**config.mk**
```make
export PLATFORM = sky130hd
export DESIGN_NAME = time_set_ctrl
export DESIGN_NICKNAME = d
export VERILOG_FILES = /design/src/rtl/time_set_ctrl_pkg.sv /design/src/rtl/time_set_ctrl_btn_sync_edge.sv /design/src/rtl/time_set_ctrl.sv
export SDC_FILE = /design/constraint.sdc
export NUM_CORES = 1
export LEC_CHECK = 0
export ABC_AREA = 1
export CORE_ASPECT_RATIO = 0.9
export CORE_MARGIN = 2
export CORE_UTILIZATION = 50
export DETAILED_ROUTE_END_ITERATION = 7
export GPL_TIMING_DRIVEN = 0
export PLACE_DENSITY = 0.74
export SETUP_SLACK_MARGIN = 0.15
export SYNTH_ARGS = -nofsm -noshare
export SYNTH_HDL_FRONTEND = slang
export SYNTH_SLANG_ARGS = --single-unit
export TNS_END_PERCENT = 50
```
**constraint.sdc**
```tcl
create_clock -name userclock -period 1.6 [get_ports userclock]
set_input_delay 0.16 -clock userclock [delete_from_list [all_inputs] [get_ports userclock]]
set_output_delay 0.16 -clock userclock [all_outputs]
set_load 0.01 [all_outputs]
```
**src/rtl/time_set_ctrl_pkg.sv**
```systemverilog
// time_pkg: shared moduli defaults, mode encoding and auto-repeat default for time_set_ctrl
package time_pkg;
  localparam int SEC_MOD_DEF = 60;
  localparam int MIN_MOD_DEF = 60;
  localparam int HR_MOD_DEF = 24;
  localparam int REPEAT_CYCLES_DEF = 25000000;
  typedef enum logic {ST_RUN = 1'b0, ST_SET = 1'b1} state_t;
endpackage

```
**src/rtl/time_set_ctrl_btn_sync_edge.sv**
```systemverilog
// btn_sync_edge: STAGES-deep synchroniser for one raw input plus one-cycle rise pulse
module btn_sync_edge #(
  parameter int STAGES = 2
) (
  input  logic clk,
  input  logic rst,
  input  logic d_in,
  output logic sync,
  output logic rise
);
  logic [STAGES-1:0] sync_q, sync_d;
  logic [STAGES:0] chain;
  logic last_q, last_d;
  // shift the raw input one stage deeper and remember the previous synced level
  always_comb begin
    chain = {sync_q, d_in};
    sync_d = chain[STAGES-1:0];
    last_d = sync_q[STAGES-1];
  end
  // chain and edge registers
  always_ff @(posedge clk) begin
    sync_q <= rst ? '0 : sync_d;
    last_q <= rst ? 1'b0 : last_d;
  end
  // level and rise derived from the last stage
  always_comb begin
    sync = sync_q[STAGES-1];
    rise = sync_q[STAGES-1] & ~last_q;
  end
endmodule

```
**src/rtl/time_set_ctrl.sv**
```systemverilog
// time_set_ctrl: h/m/s timekeeper with button set mode; AUTOREPEAT_EN adds held-button auto-repeat
module time_set_ctrl
  import time_pkg::*;
#(
  parameter int SEC_MOD = SEC_MOD_DEF,
  parameter int MIN_MOD = MIN_MOD_DEF,
  parameter int HR_MOD = HR_MOD_DEF,
  parameter int SEC_W = 6,
  parameter int MIN_W = 6,
  parameter int HR_W = 5,
  parameter int SYNC_STAGES = 2,
  parameter int REPEAT_CYCLES = REPEAT_CYCLES_DEF
) (
  input  logic userclock,
  input  logic reset,
  input  logic tick,
  input  logic switch,
  input  logic switch2,
  input  logic button0,
  input  logic button2,
  input  logic button3,
  output logic [SEC_W-1:0] seconds,
  output logic [MIN_W-1:0] minutes,
  output logic [HR_W-1:0] hours,
  output logic setmode
);
  logic [4:0] raw, lvl, rise;
  logic enable, toggle, run_tick, set_ok, sec_wrap, min_wrap, hr_wrap, min_step, hr_step, rep2, rep3;
  state_t state_q, state_d;
  logic [SEC_W-1:0] sec_q, sec_d;
  logic [MIN_W-1:0] min_q, min_d;
  logic [HR_W-1:0] hr_q, hr_d;
  assign raw = {button3, button2, button0, switch2, switch};
  for (genvar i = 0; i < 5; i++) begin : g_sync
    btn_sync_edge #(.STAGES(SYNC_STAGES)) u_sync (
      .clk(userclock), .rst(reset), .d_in(raw[i]), .sync(lvl[i]), .rise(rise[i])
    );
  end
  // qualified events; a mode toggle swallows any coincident tick or increment
  always_comb begin
    enable = ~lvl[0] & ~lvl[1];
    toggle = rise[2] & enable;
    run_tick = (state_q == ST_RUN) & tick & ~toggle;
    set_ok = (state_q == ST_SET) & enable & ~toggle;
    sec_wrap = sec_q >= SEC_W'(SEC_MOD - 1);
    min_wrap = min_q >= MIN_W'(MIN_MOD - 1);
    hr_wrap = hr_q >= HR_W'(HR_MOD - 1);
    min_step = (run_tick & sec_wrap) | (set_ok & ((rise[3] & ~lvl[4]) | rep2));
    hr_step = (run_tick & sec_wrap & min_wrap) | (set_ok & ((rise[4] & ~lvl[3]) | rep3));
  end
`ifdef AUTOREPEAT_EN
  localparam int RW = $clog2(REPEAT_CYCLES + 1);
  logic [RW-1:0] rep_q, rep_d;
  logic held, rep_fire;
  // count while exactly one set button is held; fire at REPEAT_CYCLES then every quarter of it
  always_comb begin
    held = set_ok & (lvl[3] ^ lvl[4]);
    rep_fire = held & (rep_q == RW'(REPEAT_CYCLES - 1));
    rep_d = !held ? '0 : rep_fire ? RW'(REPEAT_CYCLES - REPEAT_CYCLES / 4) : rep_q + 1'b1;
    rep2 = rep_fire & lvl[3];
    rep3 = rep_fire & lvl[4];
  end
  // repeat counter
  always_ff @(posedge userclock) rep_q <= reset ? '0 : rep_d;
  logic unused;
  assign unused = ^{lvl[2], rise[1:0]};
`else
  logic unused;
  assign unused = ^{lvl[2], rise[1:0], REPEAT_CYCLES[0]};
  assign rep2 = 1'b0;
  assign rep3 = 1'b0;
`endif
  // mode state register
  always_ff @(posedge userclock) state_q <= reset ? ST_RUN : state_d;
  // next mode: flip on a qualified button0 rise
  always_comb state_d = toggle ? (state_q == ST_RUN ? ST_SET : ST_RUN) : state_q;
  // mode output
  always_comb setmode = (state_q == ST_SET);
  // seconds: cleared on entry to set mode, frozen while setting
  always_comb sec_d = ((state_q == ST_RUN) & toggle) ? '0 : run_tick ? (sec_wrap ? '0 : sec_q + 1'b1) : sec_q;
  // minutes: carry from seconds in run, button step in set
  always_comb min_d = min_step ? (min_wrap ? '0 : min_q + 1'b1) : min_q;
  // hours: carry from minutes in run, button step in set
  always_comb hr_d = hr_step ? (hr_wrap ? '0 : hr_q + 1'b1) : hr_q;
  // field registers
  always_ff @(posedge userclock) begin
    sec_q <= reset ? '0 : sec_d;
    min_q <= reset ? '0 : min_d;
    hr_q <= reset ? '0 : hr_d;
  end
  assign seconds = sec_q;
  assign minutes = min_q;
  assign hours = hr_q;
endmodule

```
**Run 1: where the registers sit**

Bar = 20 um.
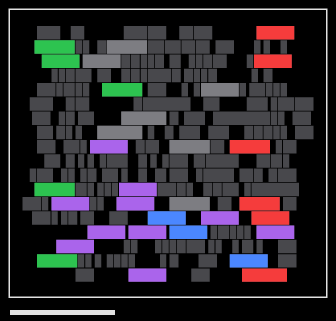
- red: seconds (placed flops 6)
- green: hours (placed flops 5)
- blue: g_sync.u_sync.last_q (placed flops 3)
- purple: g_sync.u_sync.sync_q (placed flops 10)
sequential share of cell area: 0.340
Register Area: 643 um2
P_seq: 0.801 mW
post-layout util: 0.694

**Run 1: congestion heat map**

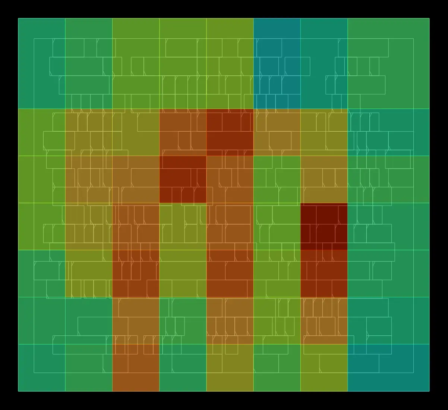
M3 GR Usage: 0.0662
GRT Resource Usage Total: 0.214
drt wl/cell: 12.4 um

**Run 1: met2 routing**

Bar = 20 um.
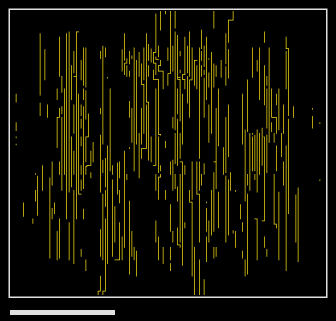
- share of all routed wire: 53%
- wire length on this layer: 1720 um
GR Util met2: 0.406
vias: 1269
Routed WL: 3.21 mm

**Run 1: selected gate families**

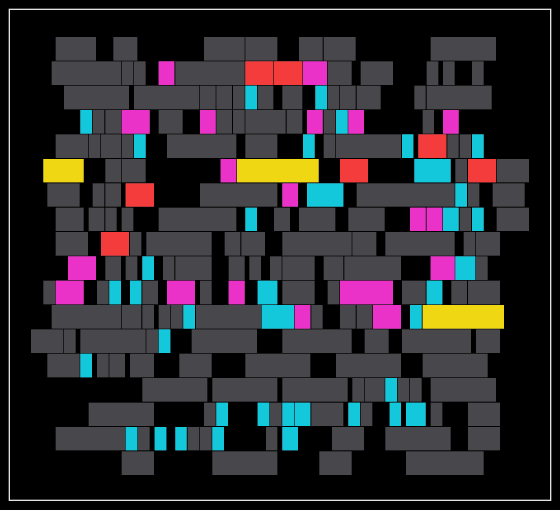
- yellow: adder and majority cells (cells 3)
- magenta: inverting AOI/OAI gates (cells 19)
- cyan: NOR gates (cells 38)
- red: XOR/XNOR gates (cells 7)
fin cells: 258
logic share of the area: 0.394

==> flow_summary_export.csv, run 1 <==
group,metric,value,unit
outcome,status,"finished, final reports clean",
clocking,clk_path_buf_depth,2,
min_path,hp-start,"reset",
timing,rsz0062_at_grt,"yes",
finish,buf_share,0.152,
power_and_ir_drop,intPower,1.16,mW
setup_path,end_kind,"output port",
timing,finalSetupTns,0,ns
power_and_ir_drop,power_frac_clock,0.381,
clocking,cts-htree-levels,2,
finish,largest_class,"combinational gates",
setup_path,startpoint_type,"register",
timing,max_freq,686,MHz
setup_path,cp_top_family,"buffers and inverters",
setup_path,reg2reg_depth,7,
floorplanning,core_area,2730,um2
global_routing,met1_usage,0.217,
finish,inv_count,25,
logic_synthesis,synth_warnings,0,
power_and_ir_drop,p_switching,0.319,mW
power_and_ir_drop,p_comb,0.115,mW
logic_synthesis,ys_ff,31,
clocking,numClockSinks,31,
global_routing,grt_start_max_net_pins,11,
logic_synthesis,async_reset_ff_frac,0,
place,io_buffers,24,
floorplanning,die_width,60.3,um
floorplanning,fp_util,0.523,
clocking,cts_buffers,5,
detailed_routing,antenna_left,0,
place,place.gp.congestion,0.838,
power_and_ir_drop,peakVddDrop,0.611,mV
logic_synthesis,ys_area,1430,um2
detailed_routing,top_layer,"met4",
finish,fill_cells,224,
setup_path,crit_start,"seconds[2]$_SDFFE_PP0N_",
floorplanning,die_area,3290,um2
power_and_ir_drop,pwr-share-comb,0.078,
global_routing,antenna_found_initial,0,
clocking,clock.latency.late_pin,0.33,ns
clocking,cts_root_buf,"clkbuf_4",
logic_synthesis,ys_sh_aoi,0.0939,
clocking,post_cts_resized,6,
global_routing,busiest_layer,"met2",
setup_path,crit_type,"register to output port",
run,maxCapViolCount,0,
setup_path,cp_num_buf_inv,1,
min_path,holdPathEnd,"hours[3]$_SDFFE_PP0P_",
setup_path,timing.critical_path.slowest_stage_cell,"clkdlybuf4s50_1",
timing,final.setup.worst_slack,0.142,ns
timing,tightest_slew,0.541,ns
global_routing,first_global_vias,1236,
place,pre_cts_slack,0.0182,ns
setup_path,rr_endpoint,"minutes[0]$_SDFFE_PP0P_",
logic_synthesis,topCellsByArea,"dfxtp_1 44%, nor2_1 7.6%, nand2_1 6.8%, nand3_1 6.7%, inv_1 6.3%",
global_routing,grt_first_pass_wirelength,5.08,mm
finish,num-clock-buffers,6,
floorplanning,std_cell_rows,18,
finish,num-nonclk-buffers,31,
logic_synthesis,muxShareOfSynthArea,0,
setup_path,critPathMaxFanout,5,
timing,fin_crit_sh,0.911,
detailed_routing,drc,0,
setup_path,arrival,1.30,ns
logic_synthesis,ys_sh_simple,0.327,
==> inputs of run 2 (changes only) <==
--- a/config.mk
+++ b/config.mk
@@ -9,6 +9,7 @@
 export CORE_ASPECT_RATIO = 0.9
 export CORE_MARGIN = 2
 export CORE_UTILIZATION = 50
+export CTS_CLUSTER_DIAMETER = 30
 export DETAILED_ROUTE_END_ITERATION = 7
 export GPL_TIMING_DRIVEN = 0
 export PLACE_DENSITY = 0.74
==> run 2 against run 1 <==
Effect of this change:
- combinational power hardly changed
- register-to-register slack hardly changed
- wire length stayed put
- first-iteration DRC count stayed put
- sequential share of layout area stayed put
- via count stayed put
- worst setup slack stayed put
- largest power group unchanged
- highest routed layer unchanged
==> flow_summary_export.csv, run 2 <==
group,metric,value,unit
finish,fill_cells,224,
detailed_routing,wire_per_inst,12.4,um
finish,nets,229,
finish,seq_share,0.340,
power_and_ir_drop,pg_seq,0.801,mW
setup_path,crit_chain,"clkdlybuf4s50_1",
global_routing,antenna_found_initial,0,
timing,rsz0062_at_grt,"yes",
setup_path,crit_type,"register to output port",
detailed_routing,drc,0,
global_routing,grt.total_usage,0.214,
logic_synthesis,xor_share,0.0430,
logic_synthesis,most_common_cell,"dfxtp_1",
global_routing,first_global_vias,1236,
min_path,hp-start,"reset",
detailed_routing,first_pass_iters,4,
finish,ff_latch_area,643,um2
detailed_routing,via_count,1269,
floorplanning,ios,26,
logic_synthesis,top_logic_kind,"simple AND/OR/NAND/NOR gates",
finish,comb-cell-share,0.394,
timing,fin_crit_sh,0.911,
timing,final.setup.worst_slack,0.142,ns
logic_synthesis,topCellsByArea,"dfxtp_1 44%, nor2_1 7.6%, nand2_1 6.8%, nand3_1 6.7%, inv_1 6.3%",
clocking,post_cts_resized,6,
power_and_ir_drop,peakVddDrop,0.611,mV
global_routing,grt_util_met2,0.406,
global_routing,overflow,0,
finish,fin_util,0.694,
finish,buf_share,0.152,
setup_path,timing.critical_path.slowest_stage_cell,"clkdlybuf4s50_1",
finish,num-nonclk-buffers,31,
global_routing,grt_start_max_net_pins,11,
floorplanning,std_cell_rows,18,
place,place.gp.congestion,0.838,
finish,inv_count,25,
place,pre_cts_slack,0.0182,ns
setup_path,rr_endpoint,"minutes[0]$_SDFFE_PP0P_",
logic_synthesis,ys_sh_aoi,0.0939,
power_and_ir_drop,p_switching,0.319,mW
logic_synthesis,async_reset_ff_frac,0,
finish,fin_cells,258,
power_and_ir_drop,intPower,1.16,mW
detailed_routing,top_layer,"met4",
finish,num-clock-buffers,6,
timing,finalSetupTns,0,ns
outcome,status,"finished, final reports clean",
logic_synthesis,synth_nets,194,
finish,antenna_cells,0,
setup_path,cp_num_buf_inv,1,
clocking,cts_root_buf,"clkbuf_4",
run,maxCapViolCount,0,
finish,largest_class,"combinational gates",
floorplanning,fp_util,0.523,
setup_path,arrival,1.30,ns
place,place_hpwl,2.31,mm
logic_synthesis,ys_sh_simple,0.327,
setup_path,r2r-start,"minutes[0]$_SDFFE_PP0P_",
logic_synthesis,muxShareOfSynthArea,0,
clocking,post_cts_buffers,1,
global_routing,met1_usage,0.217,
power_and_ir_drop,pwr-share-comb,0.078,
detailed_routing,wl,3.21,mm
finish,layout_top_cells,"28 x nor2_1, 24 x inv_1, 23 x nand2_1",
timing,max_freq,686,MHz
floorplanning,core_area,2730,um2
global_routing,busiest_layer,"met2",
floorplanning,die_width,60.3,um
place,io_buffers,24,
global_routing,grt_first_pass_wirelength,5.08,mm
logic_synthesis,ys_ff,31,
setup_path,cp_top_family,"buffers and inverters",
global_routing,use_met3,0.0662,
min_path,holdPathEnd,"hours[3]$_SDFFE_PP0P_",
setup_path,critPathMaxFanout,5,
setup_path,end_kind,"output port",
clocking,clk_path_buf_depth,2,
logic_synthesis,synth_warnings,0,
clocking,clock.latency.late_pin,0.33,ns
power_and_ir_drop,power_frac_clock,0.381,
clocking,numClockSinks,31,
detailed_routing,antenna_left,0,
logic_synthesis,ys_area,1430,um2
floorplanning,die_area,3290,um2
**Run 2: the metal 3 layer**

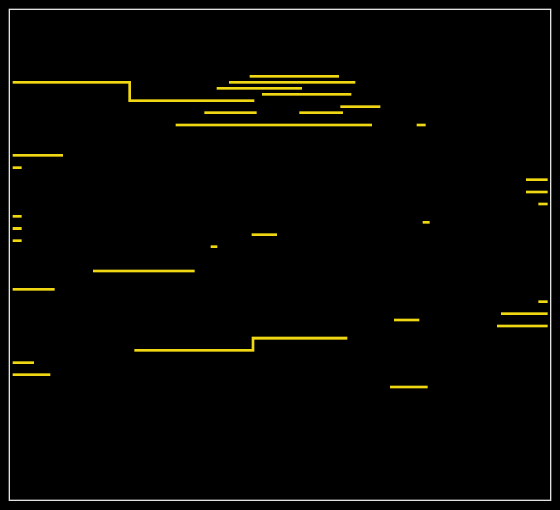
- share of all routed wire: 5.8%
- main direction: horizontal
- wire length on this layer: 187 um
- nets with wire on the layer: 25

==> inputs of run 3 (changes only) <==
--- a/config.mk
+++ b/config.mk
@@ -7,7 +7,7 @@
 export LEC_CHECK = 0
 export ABC_AREA = 1
 export CORE_ASPECT_RATIO = 0.9
-export CORE_MARGIN = 2
+export CORE_MARGIN = 3
 export CORE_UTILIZATION = 50
 export CTS_CLUSTER_DIAMETER = 30
 export DETAILED_ROUTE_END_ITERATION = 7
==> run 3 against run 2 <==
Effect of this change:
- cell area down 3.4%
- non-clock buffer count fell by 3
- critical path depth did not move
- flip-flop count is the same
- combinational power decreased by about 10%
- count of clock-buffer cells in the layout down 1
- sequential share of layout area rose by 1.3 points
- die size rose by 7.1%
- global-route usage decreased by 4.3 points
- sequential power about the same
- via count is 5.6% lower
==> flow_summary_export.csv, run 3 <==
group,metric,value,unit
place,place.gp.congestion,0.817,
clocking,numClockSinks,31,
power_and_ir_drop,intPower,1.00,mW
setup_path,timing.critical_path.slowest_stage_cell,"clkdlybuf4s50_1",
logic_synthesis,synth_nets,194,
global_routing,use_met3,0.0800,
finish,fill_cells,207,
floorplanning,die_width,62.3,um
run,maxCapViolCount,0,
setup_path,critPathMaxFanout,6,
timing,fin_crit_sh,0.897,
logic_synthesis,most_common_cell,"dfxtp_1",
clocking,clk_path_buf_depth,2,
power_and_ir_drop,power_frac_clock,0.330,
finish,num-nonclk-buffers,28,
outcome,status,"finished, final reports clean",
finish,layout_top_cells,"28 x nor2_1, 26 x nand2_1, 24 x inv_1",
logic_synthesis,async_reset_ff_frac,0,
detailed_routing,wire_per_inst,10.9,um
logic_synthesis,topCellsByArea,"dfxtp_1 44%, nor2_1 7.6%, nand2_1 6.8%, nand3_1 6.7%, inv_1 6.3%",
min_path,hp-start,"reset",
clocking,cts_root_buf,"clkbuf_4",
global_routing,grt_first_pass_wirelength,4.75,mm
min_path,holdPathEnd,"hours[0]$_SDFFE_PP0P_",
timing,rsz0062_at_grt,"yes",
timing,max_freq,697,MHz
global_routing,overflow,0,
setup_path,cp_num_buf_inv,1,
setup_path,crit_chain,"clkdlybuf4s50_1",
place,io_buffers,24,
finish,layout.cells.most_common,"nor2_1",
global_routing,grt_util_met2,0.273,
detailed_routing,top_layer,"met4",
detailed_routing,via_count,1198,
finish,largest_class,"combinational gates",
floorplanning,die_area,3530,um2
finish,largest_register_ff_count,10,
place,pre_cts_slack,0.00555,ns
floorplanning,fp_util,0.554,
global_routing,grt_start_max_net_pins,12,
finish,num-clock-buffers,5,
clocking,post_cts_resized,6,
detailed_routing,first_pass_iters,4,
setup_path,cp_top_family,"buffers and inverters",
floorplanning,std_cell_rows,17,
detailed_routing,wl,2.78,mm
finish,antenna_cells,0,
global_routing,first_global_vias,1094,
global_routing,grt.total_usage,0.171,
setup_path,arrival,1.28,ns
logic_synthesis,ys_area,1430,um2
finish,combGateArea,708,um2
setup_path,rr_endpoint,"seconds[2]$_SDFFE_PP0N_",
logic_synthesis,muxShareOfSynthArea,0,
clocking,post_cts_buffers,1,
power_and_ir_drop,p_switching,0.343,mW
logic_synthesis,ys_sh_aoi,0.0939,
finish,nets,226,
setup_path,end_kind,"output port",
logic_synthesis,synth_warnings,0,
global_routing,busiest_layer,"met2",
power_and_ir_drop,pg_seq,0.801,mW
place,place_hpwl,2.06,mm
setup_path,r2r-start,"seconds[0]$_SDFFE_PP0N_",
floorplanning,ios,26,
power_and_ir_drop,pwr-share-comb,0.074,
logic_synthesis,ys_sh_simple,0.327,
finish,inv_count,25,
finish,comb-cell-share,0.388,
global_routing,antenna_found_initial,0,
finish,fin_cells,254,
**Run 3: where the registers sit**

Bar = 20 um.
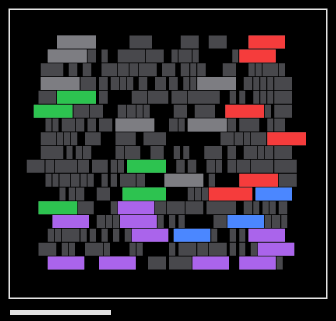
- red: seconds (placed flops 6)
- blue: g_sync.u_sync.last_q (placed flops 3)
- purple: g_sync.u_sync.sync_q (placed flops 10)
- green: hours (placed flops 5; where left middle)
- not coloured: 7
Register Area: 646 um2
sequential share of cell area: 0.354
post-layout util: 0.709

Power figures rest on the tool's default switching activity, not on a simulated workload.
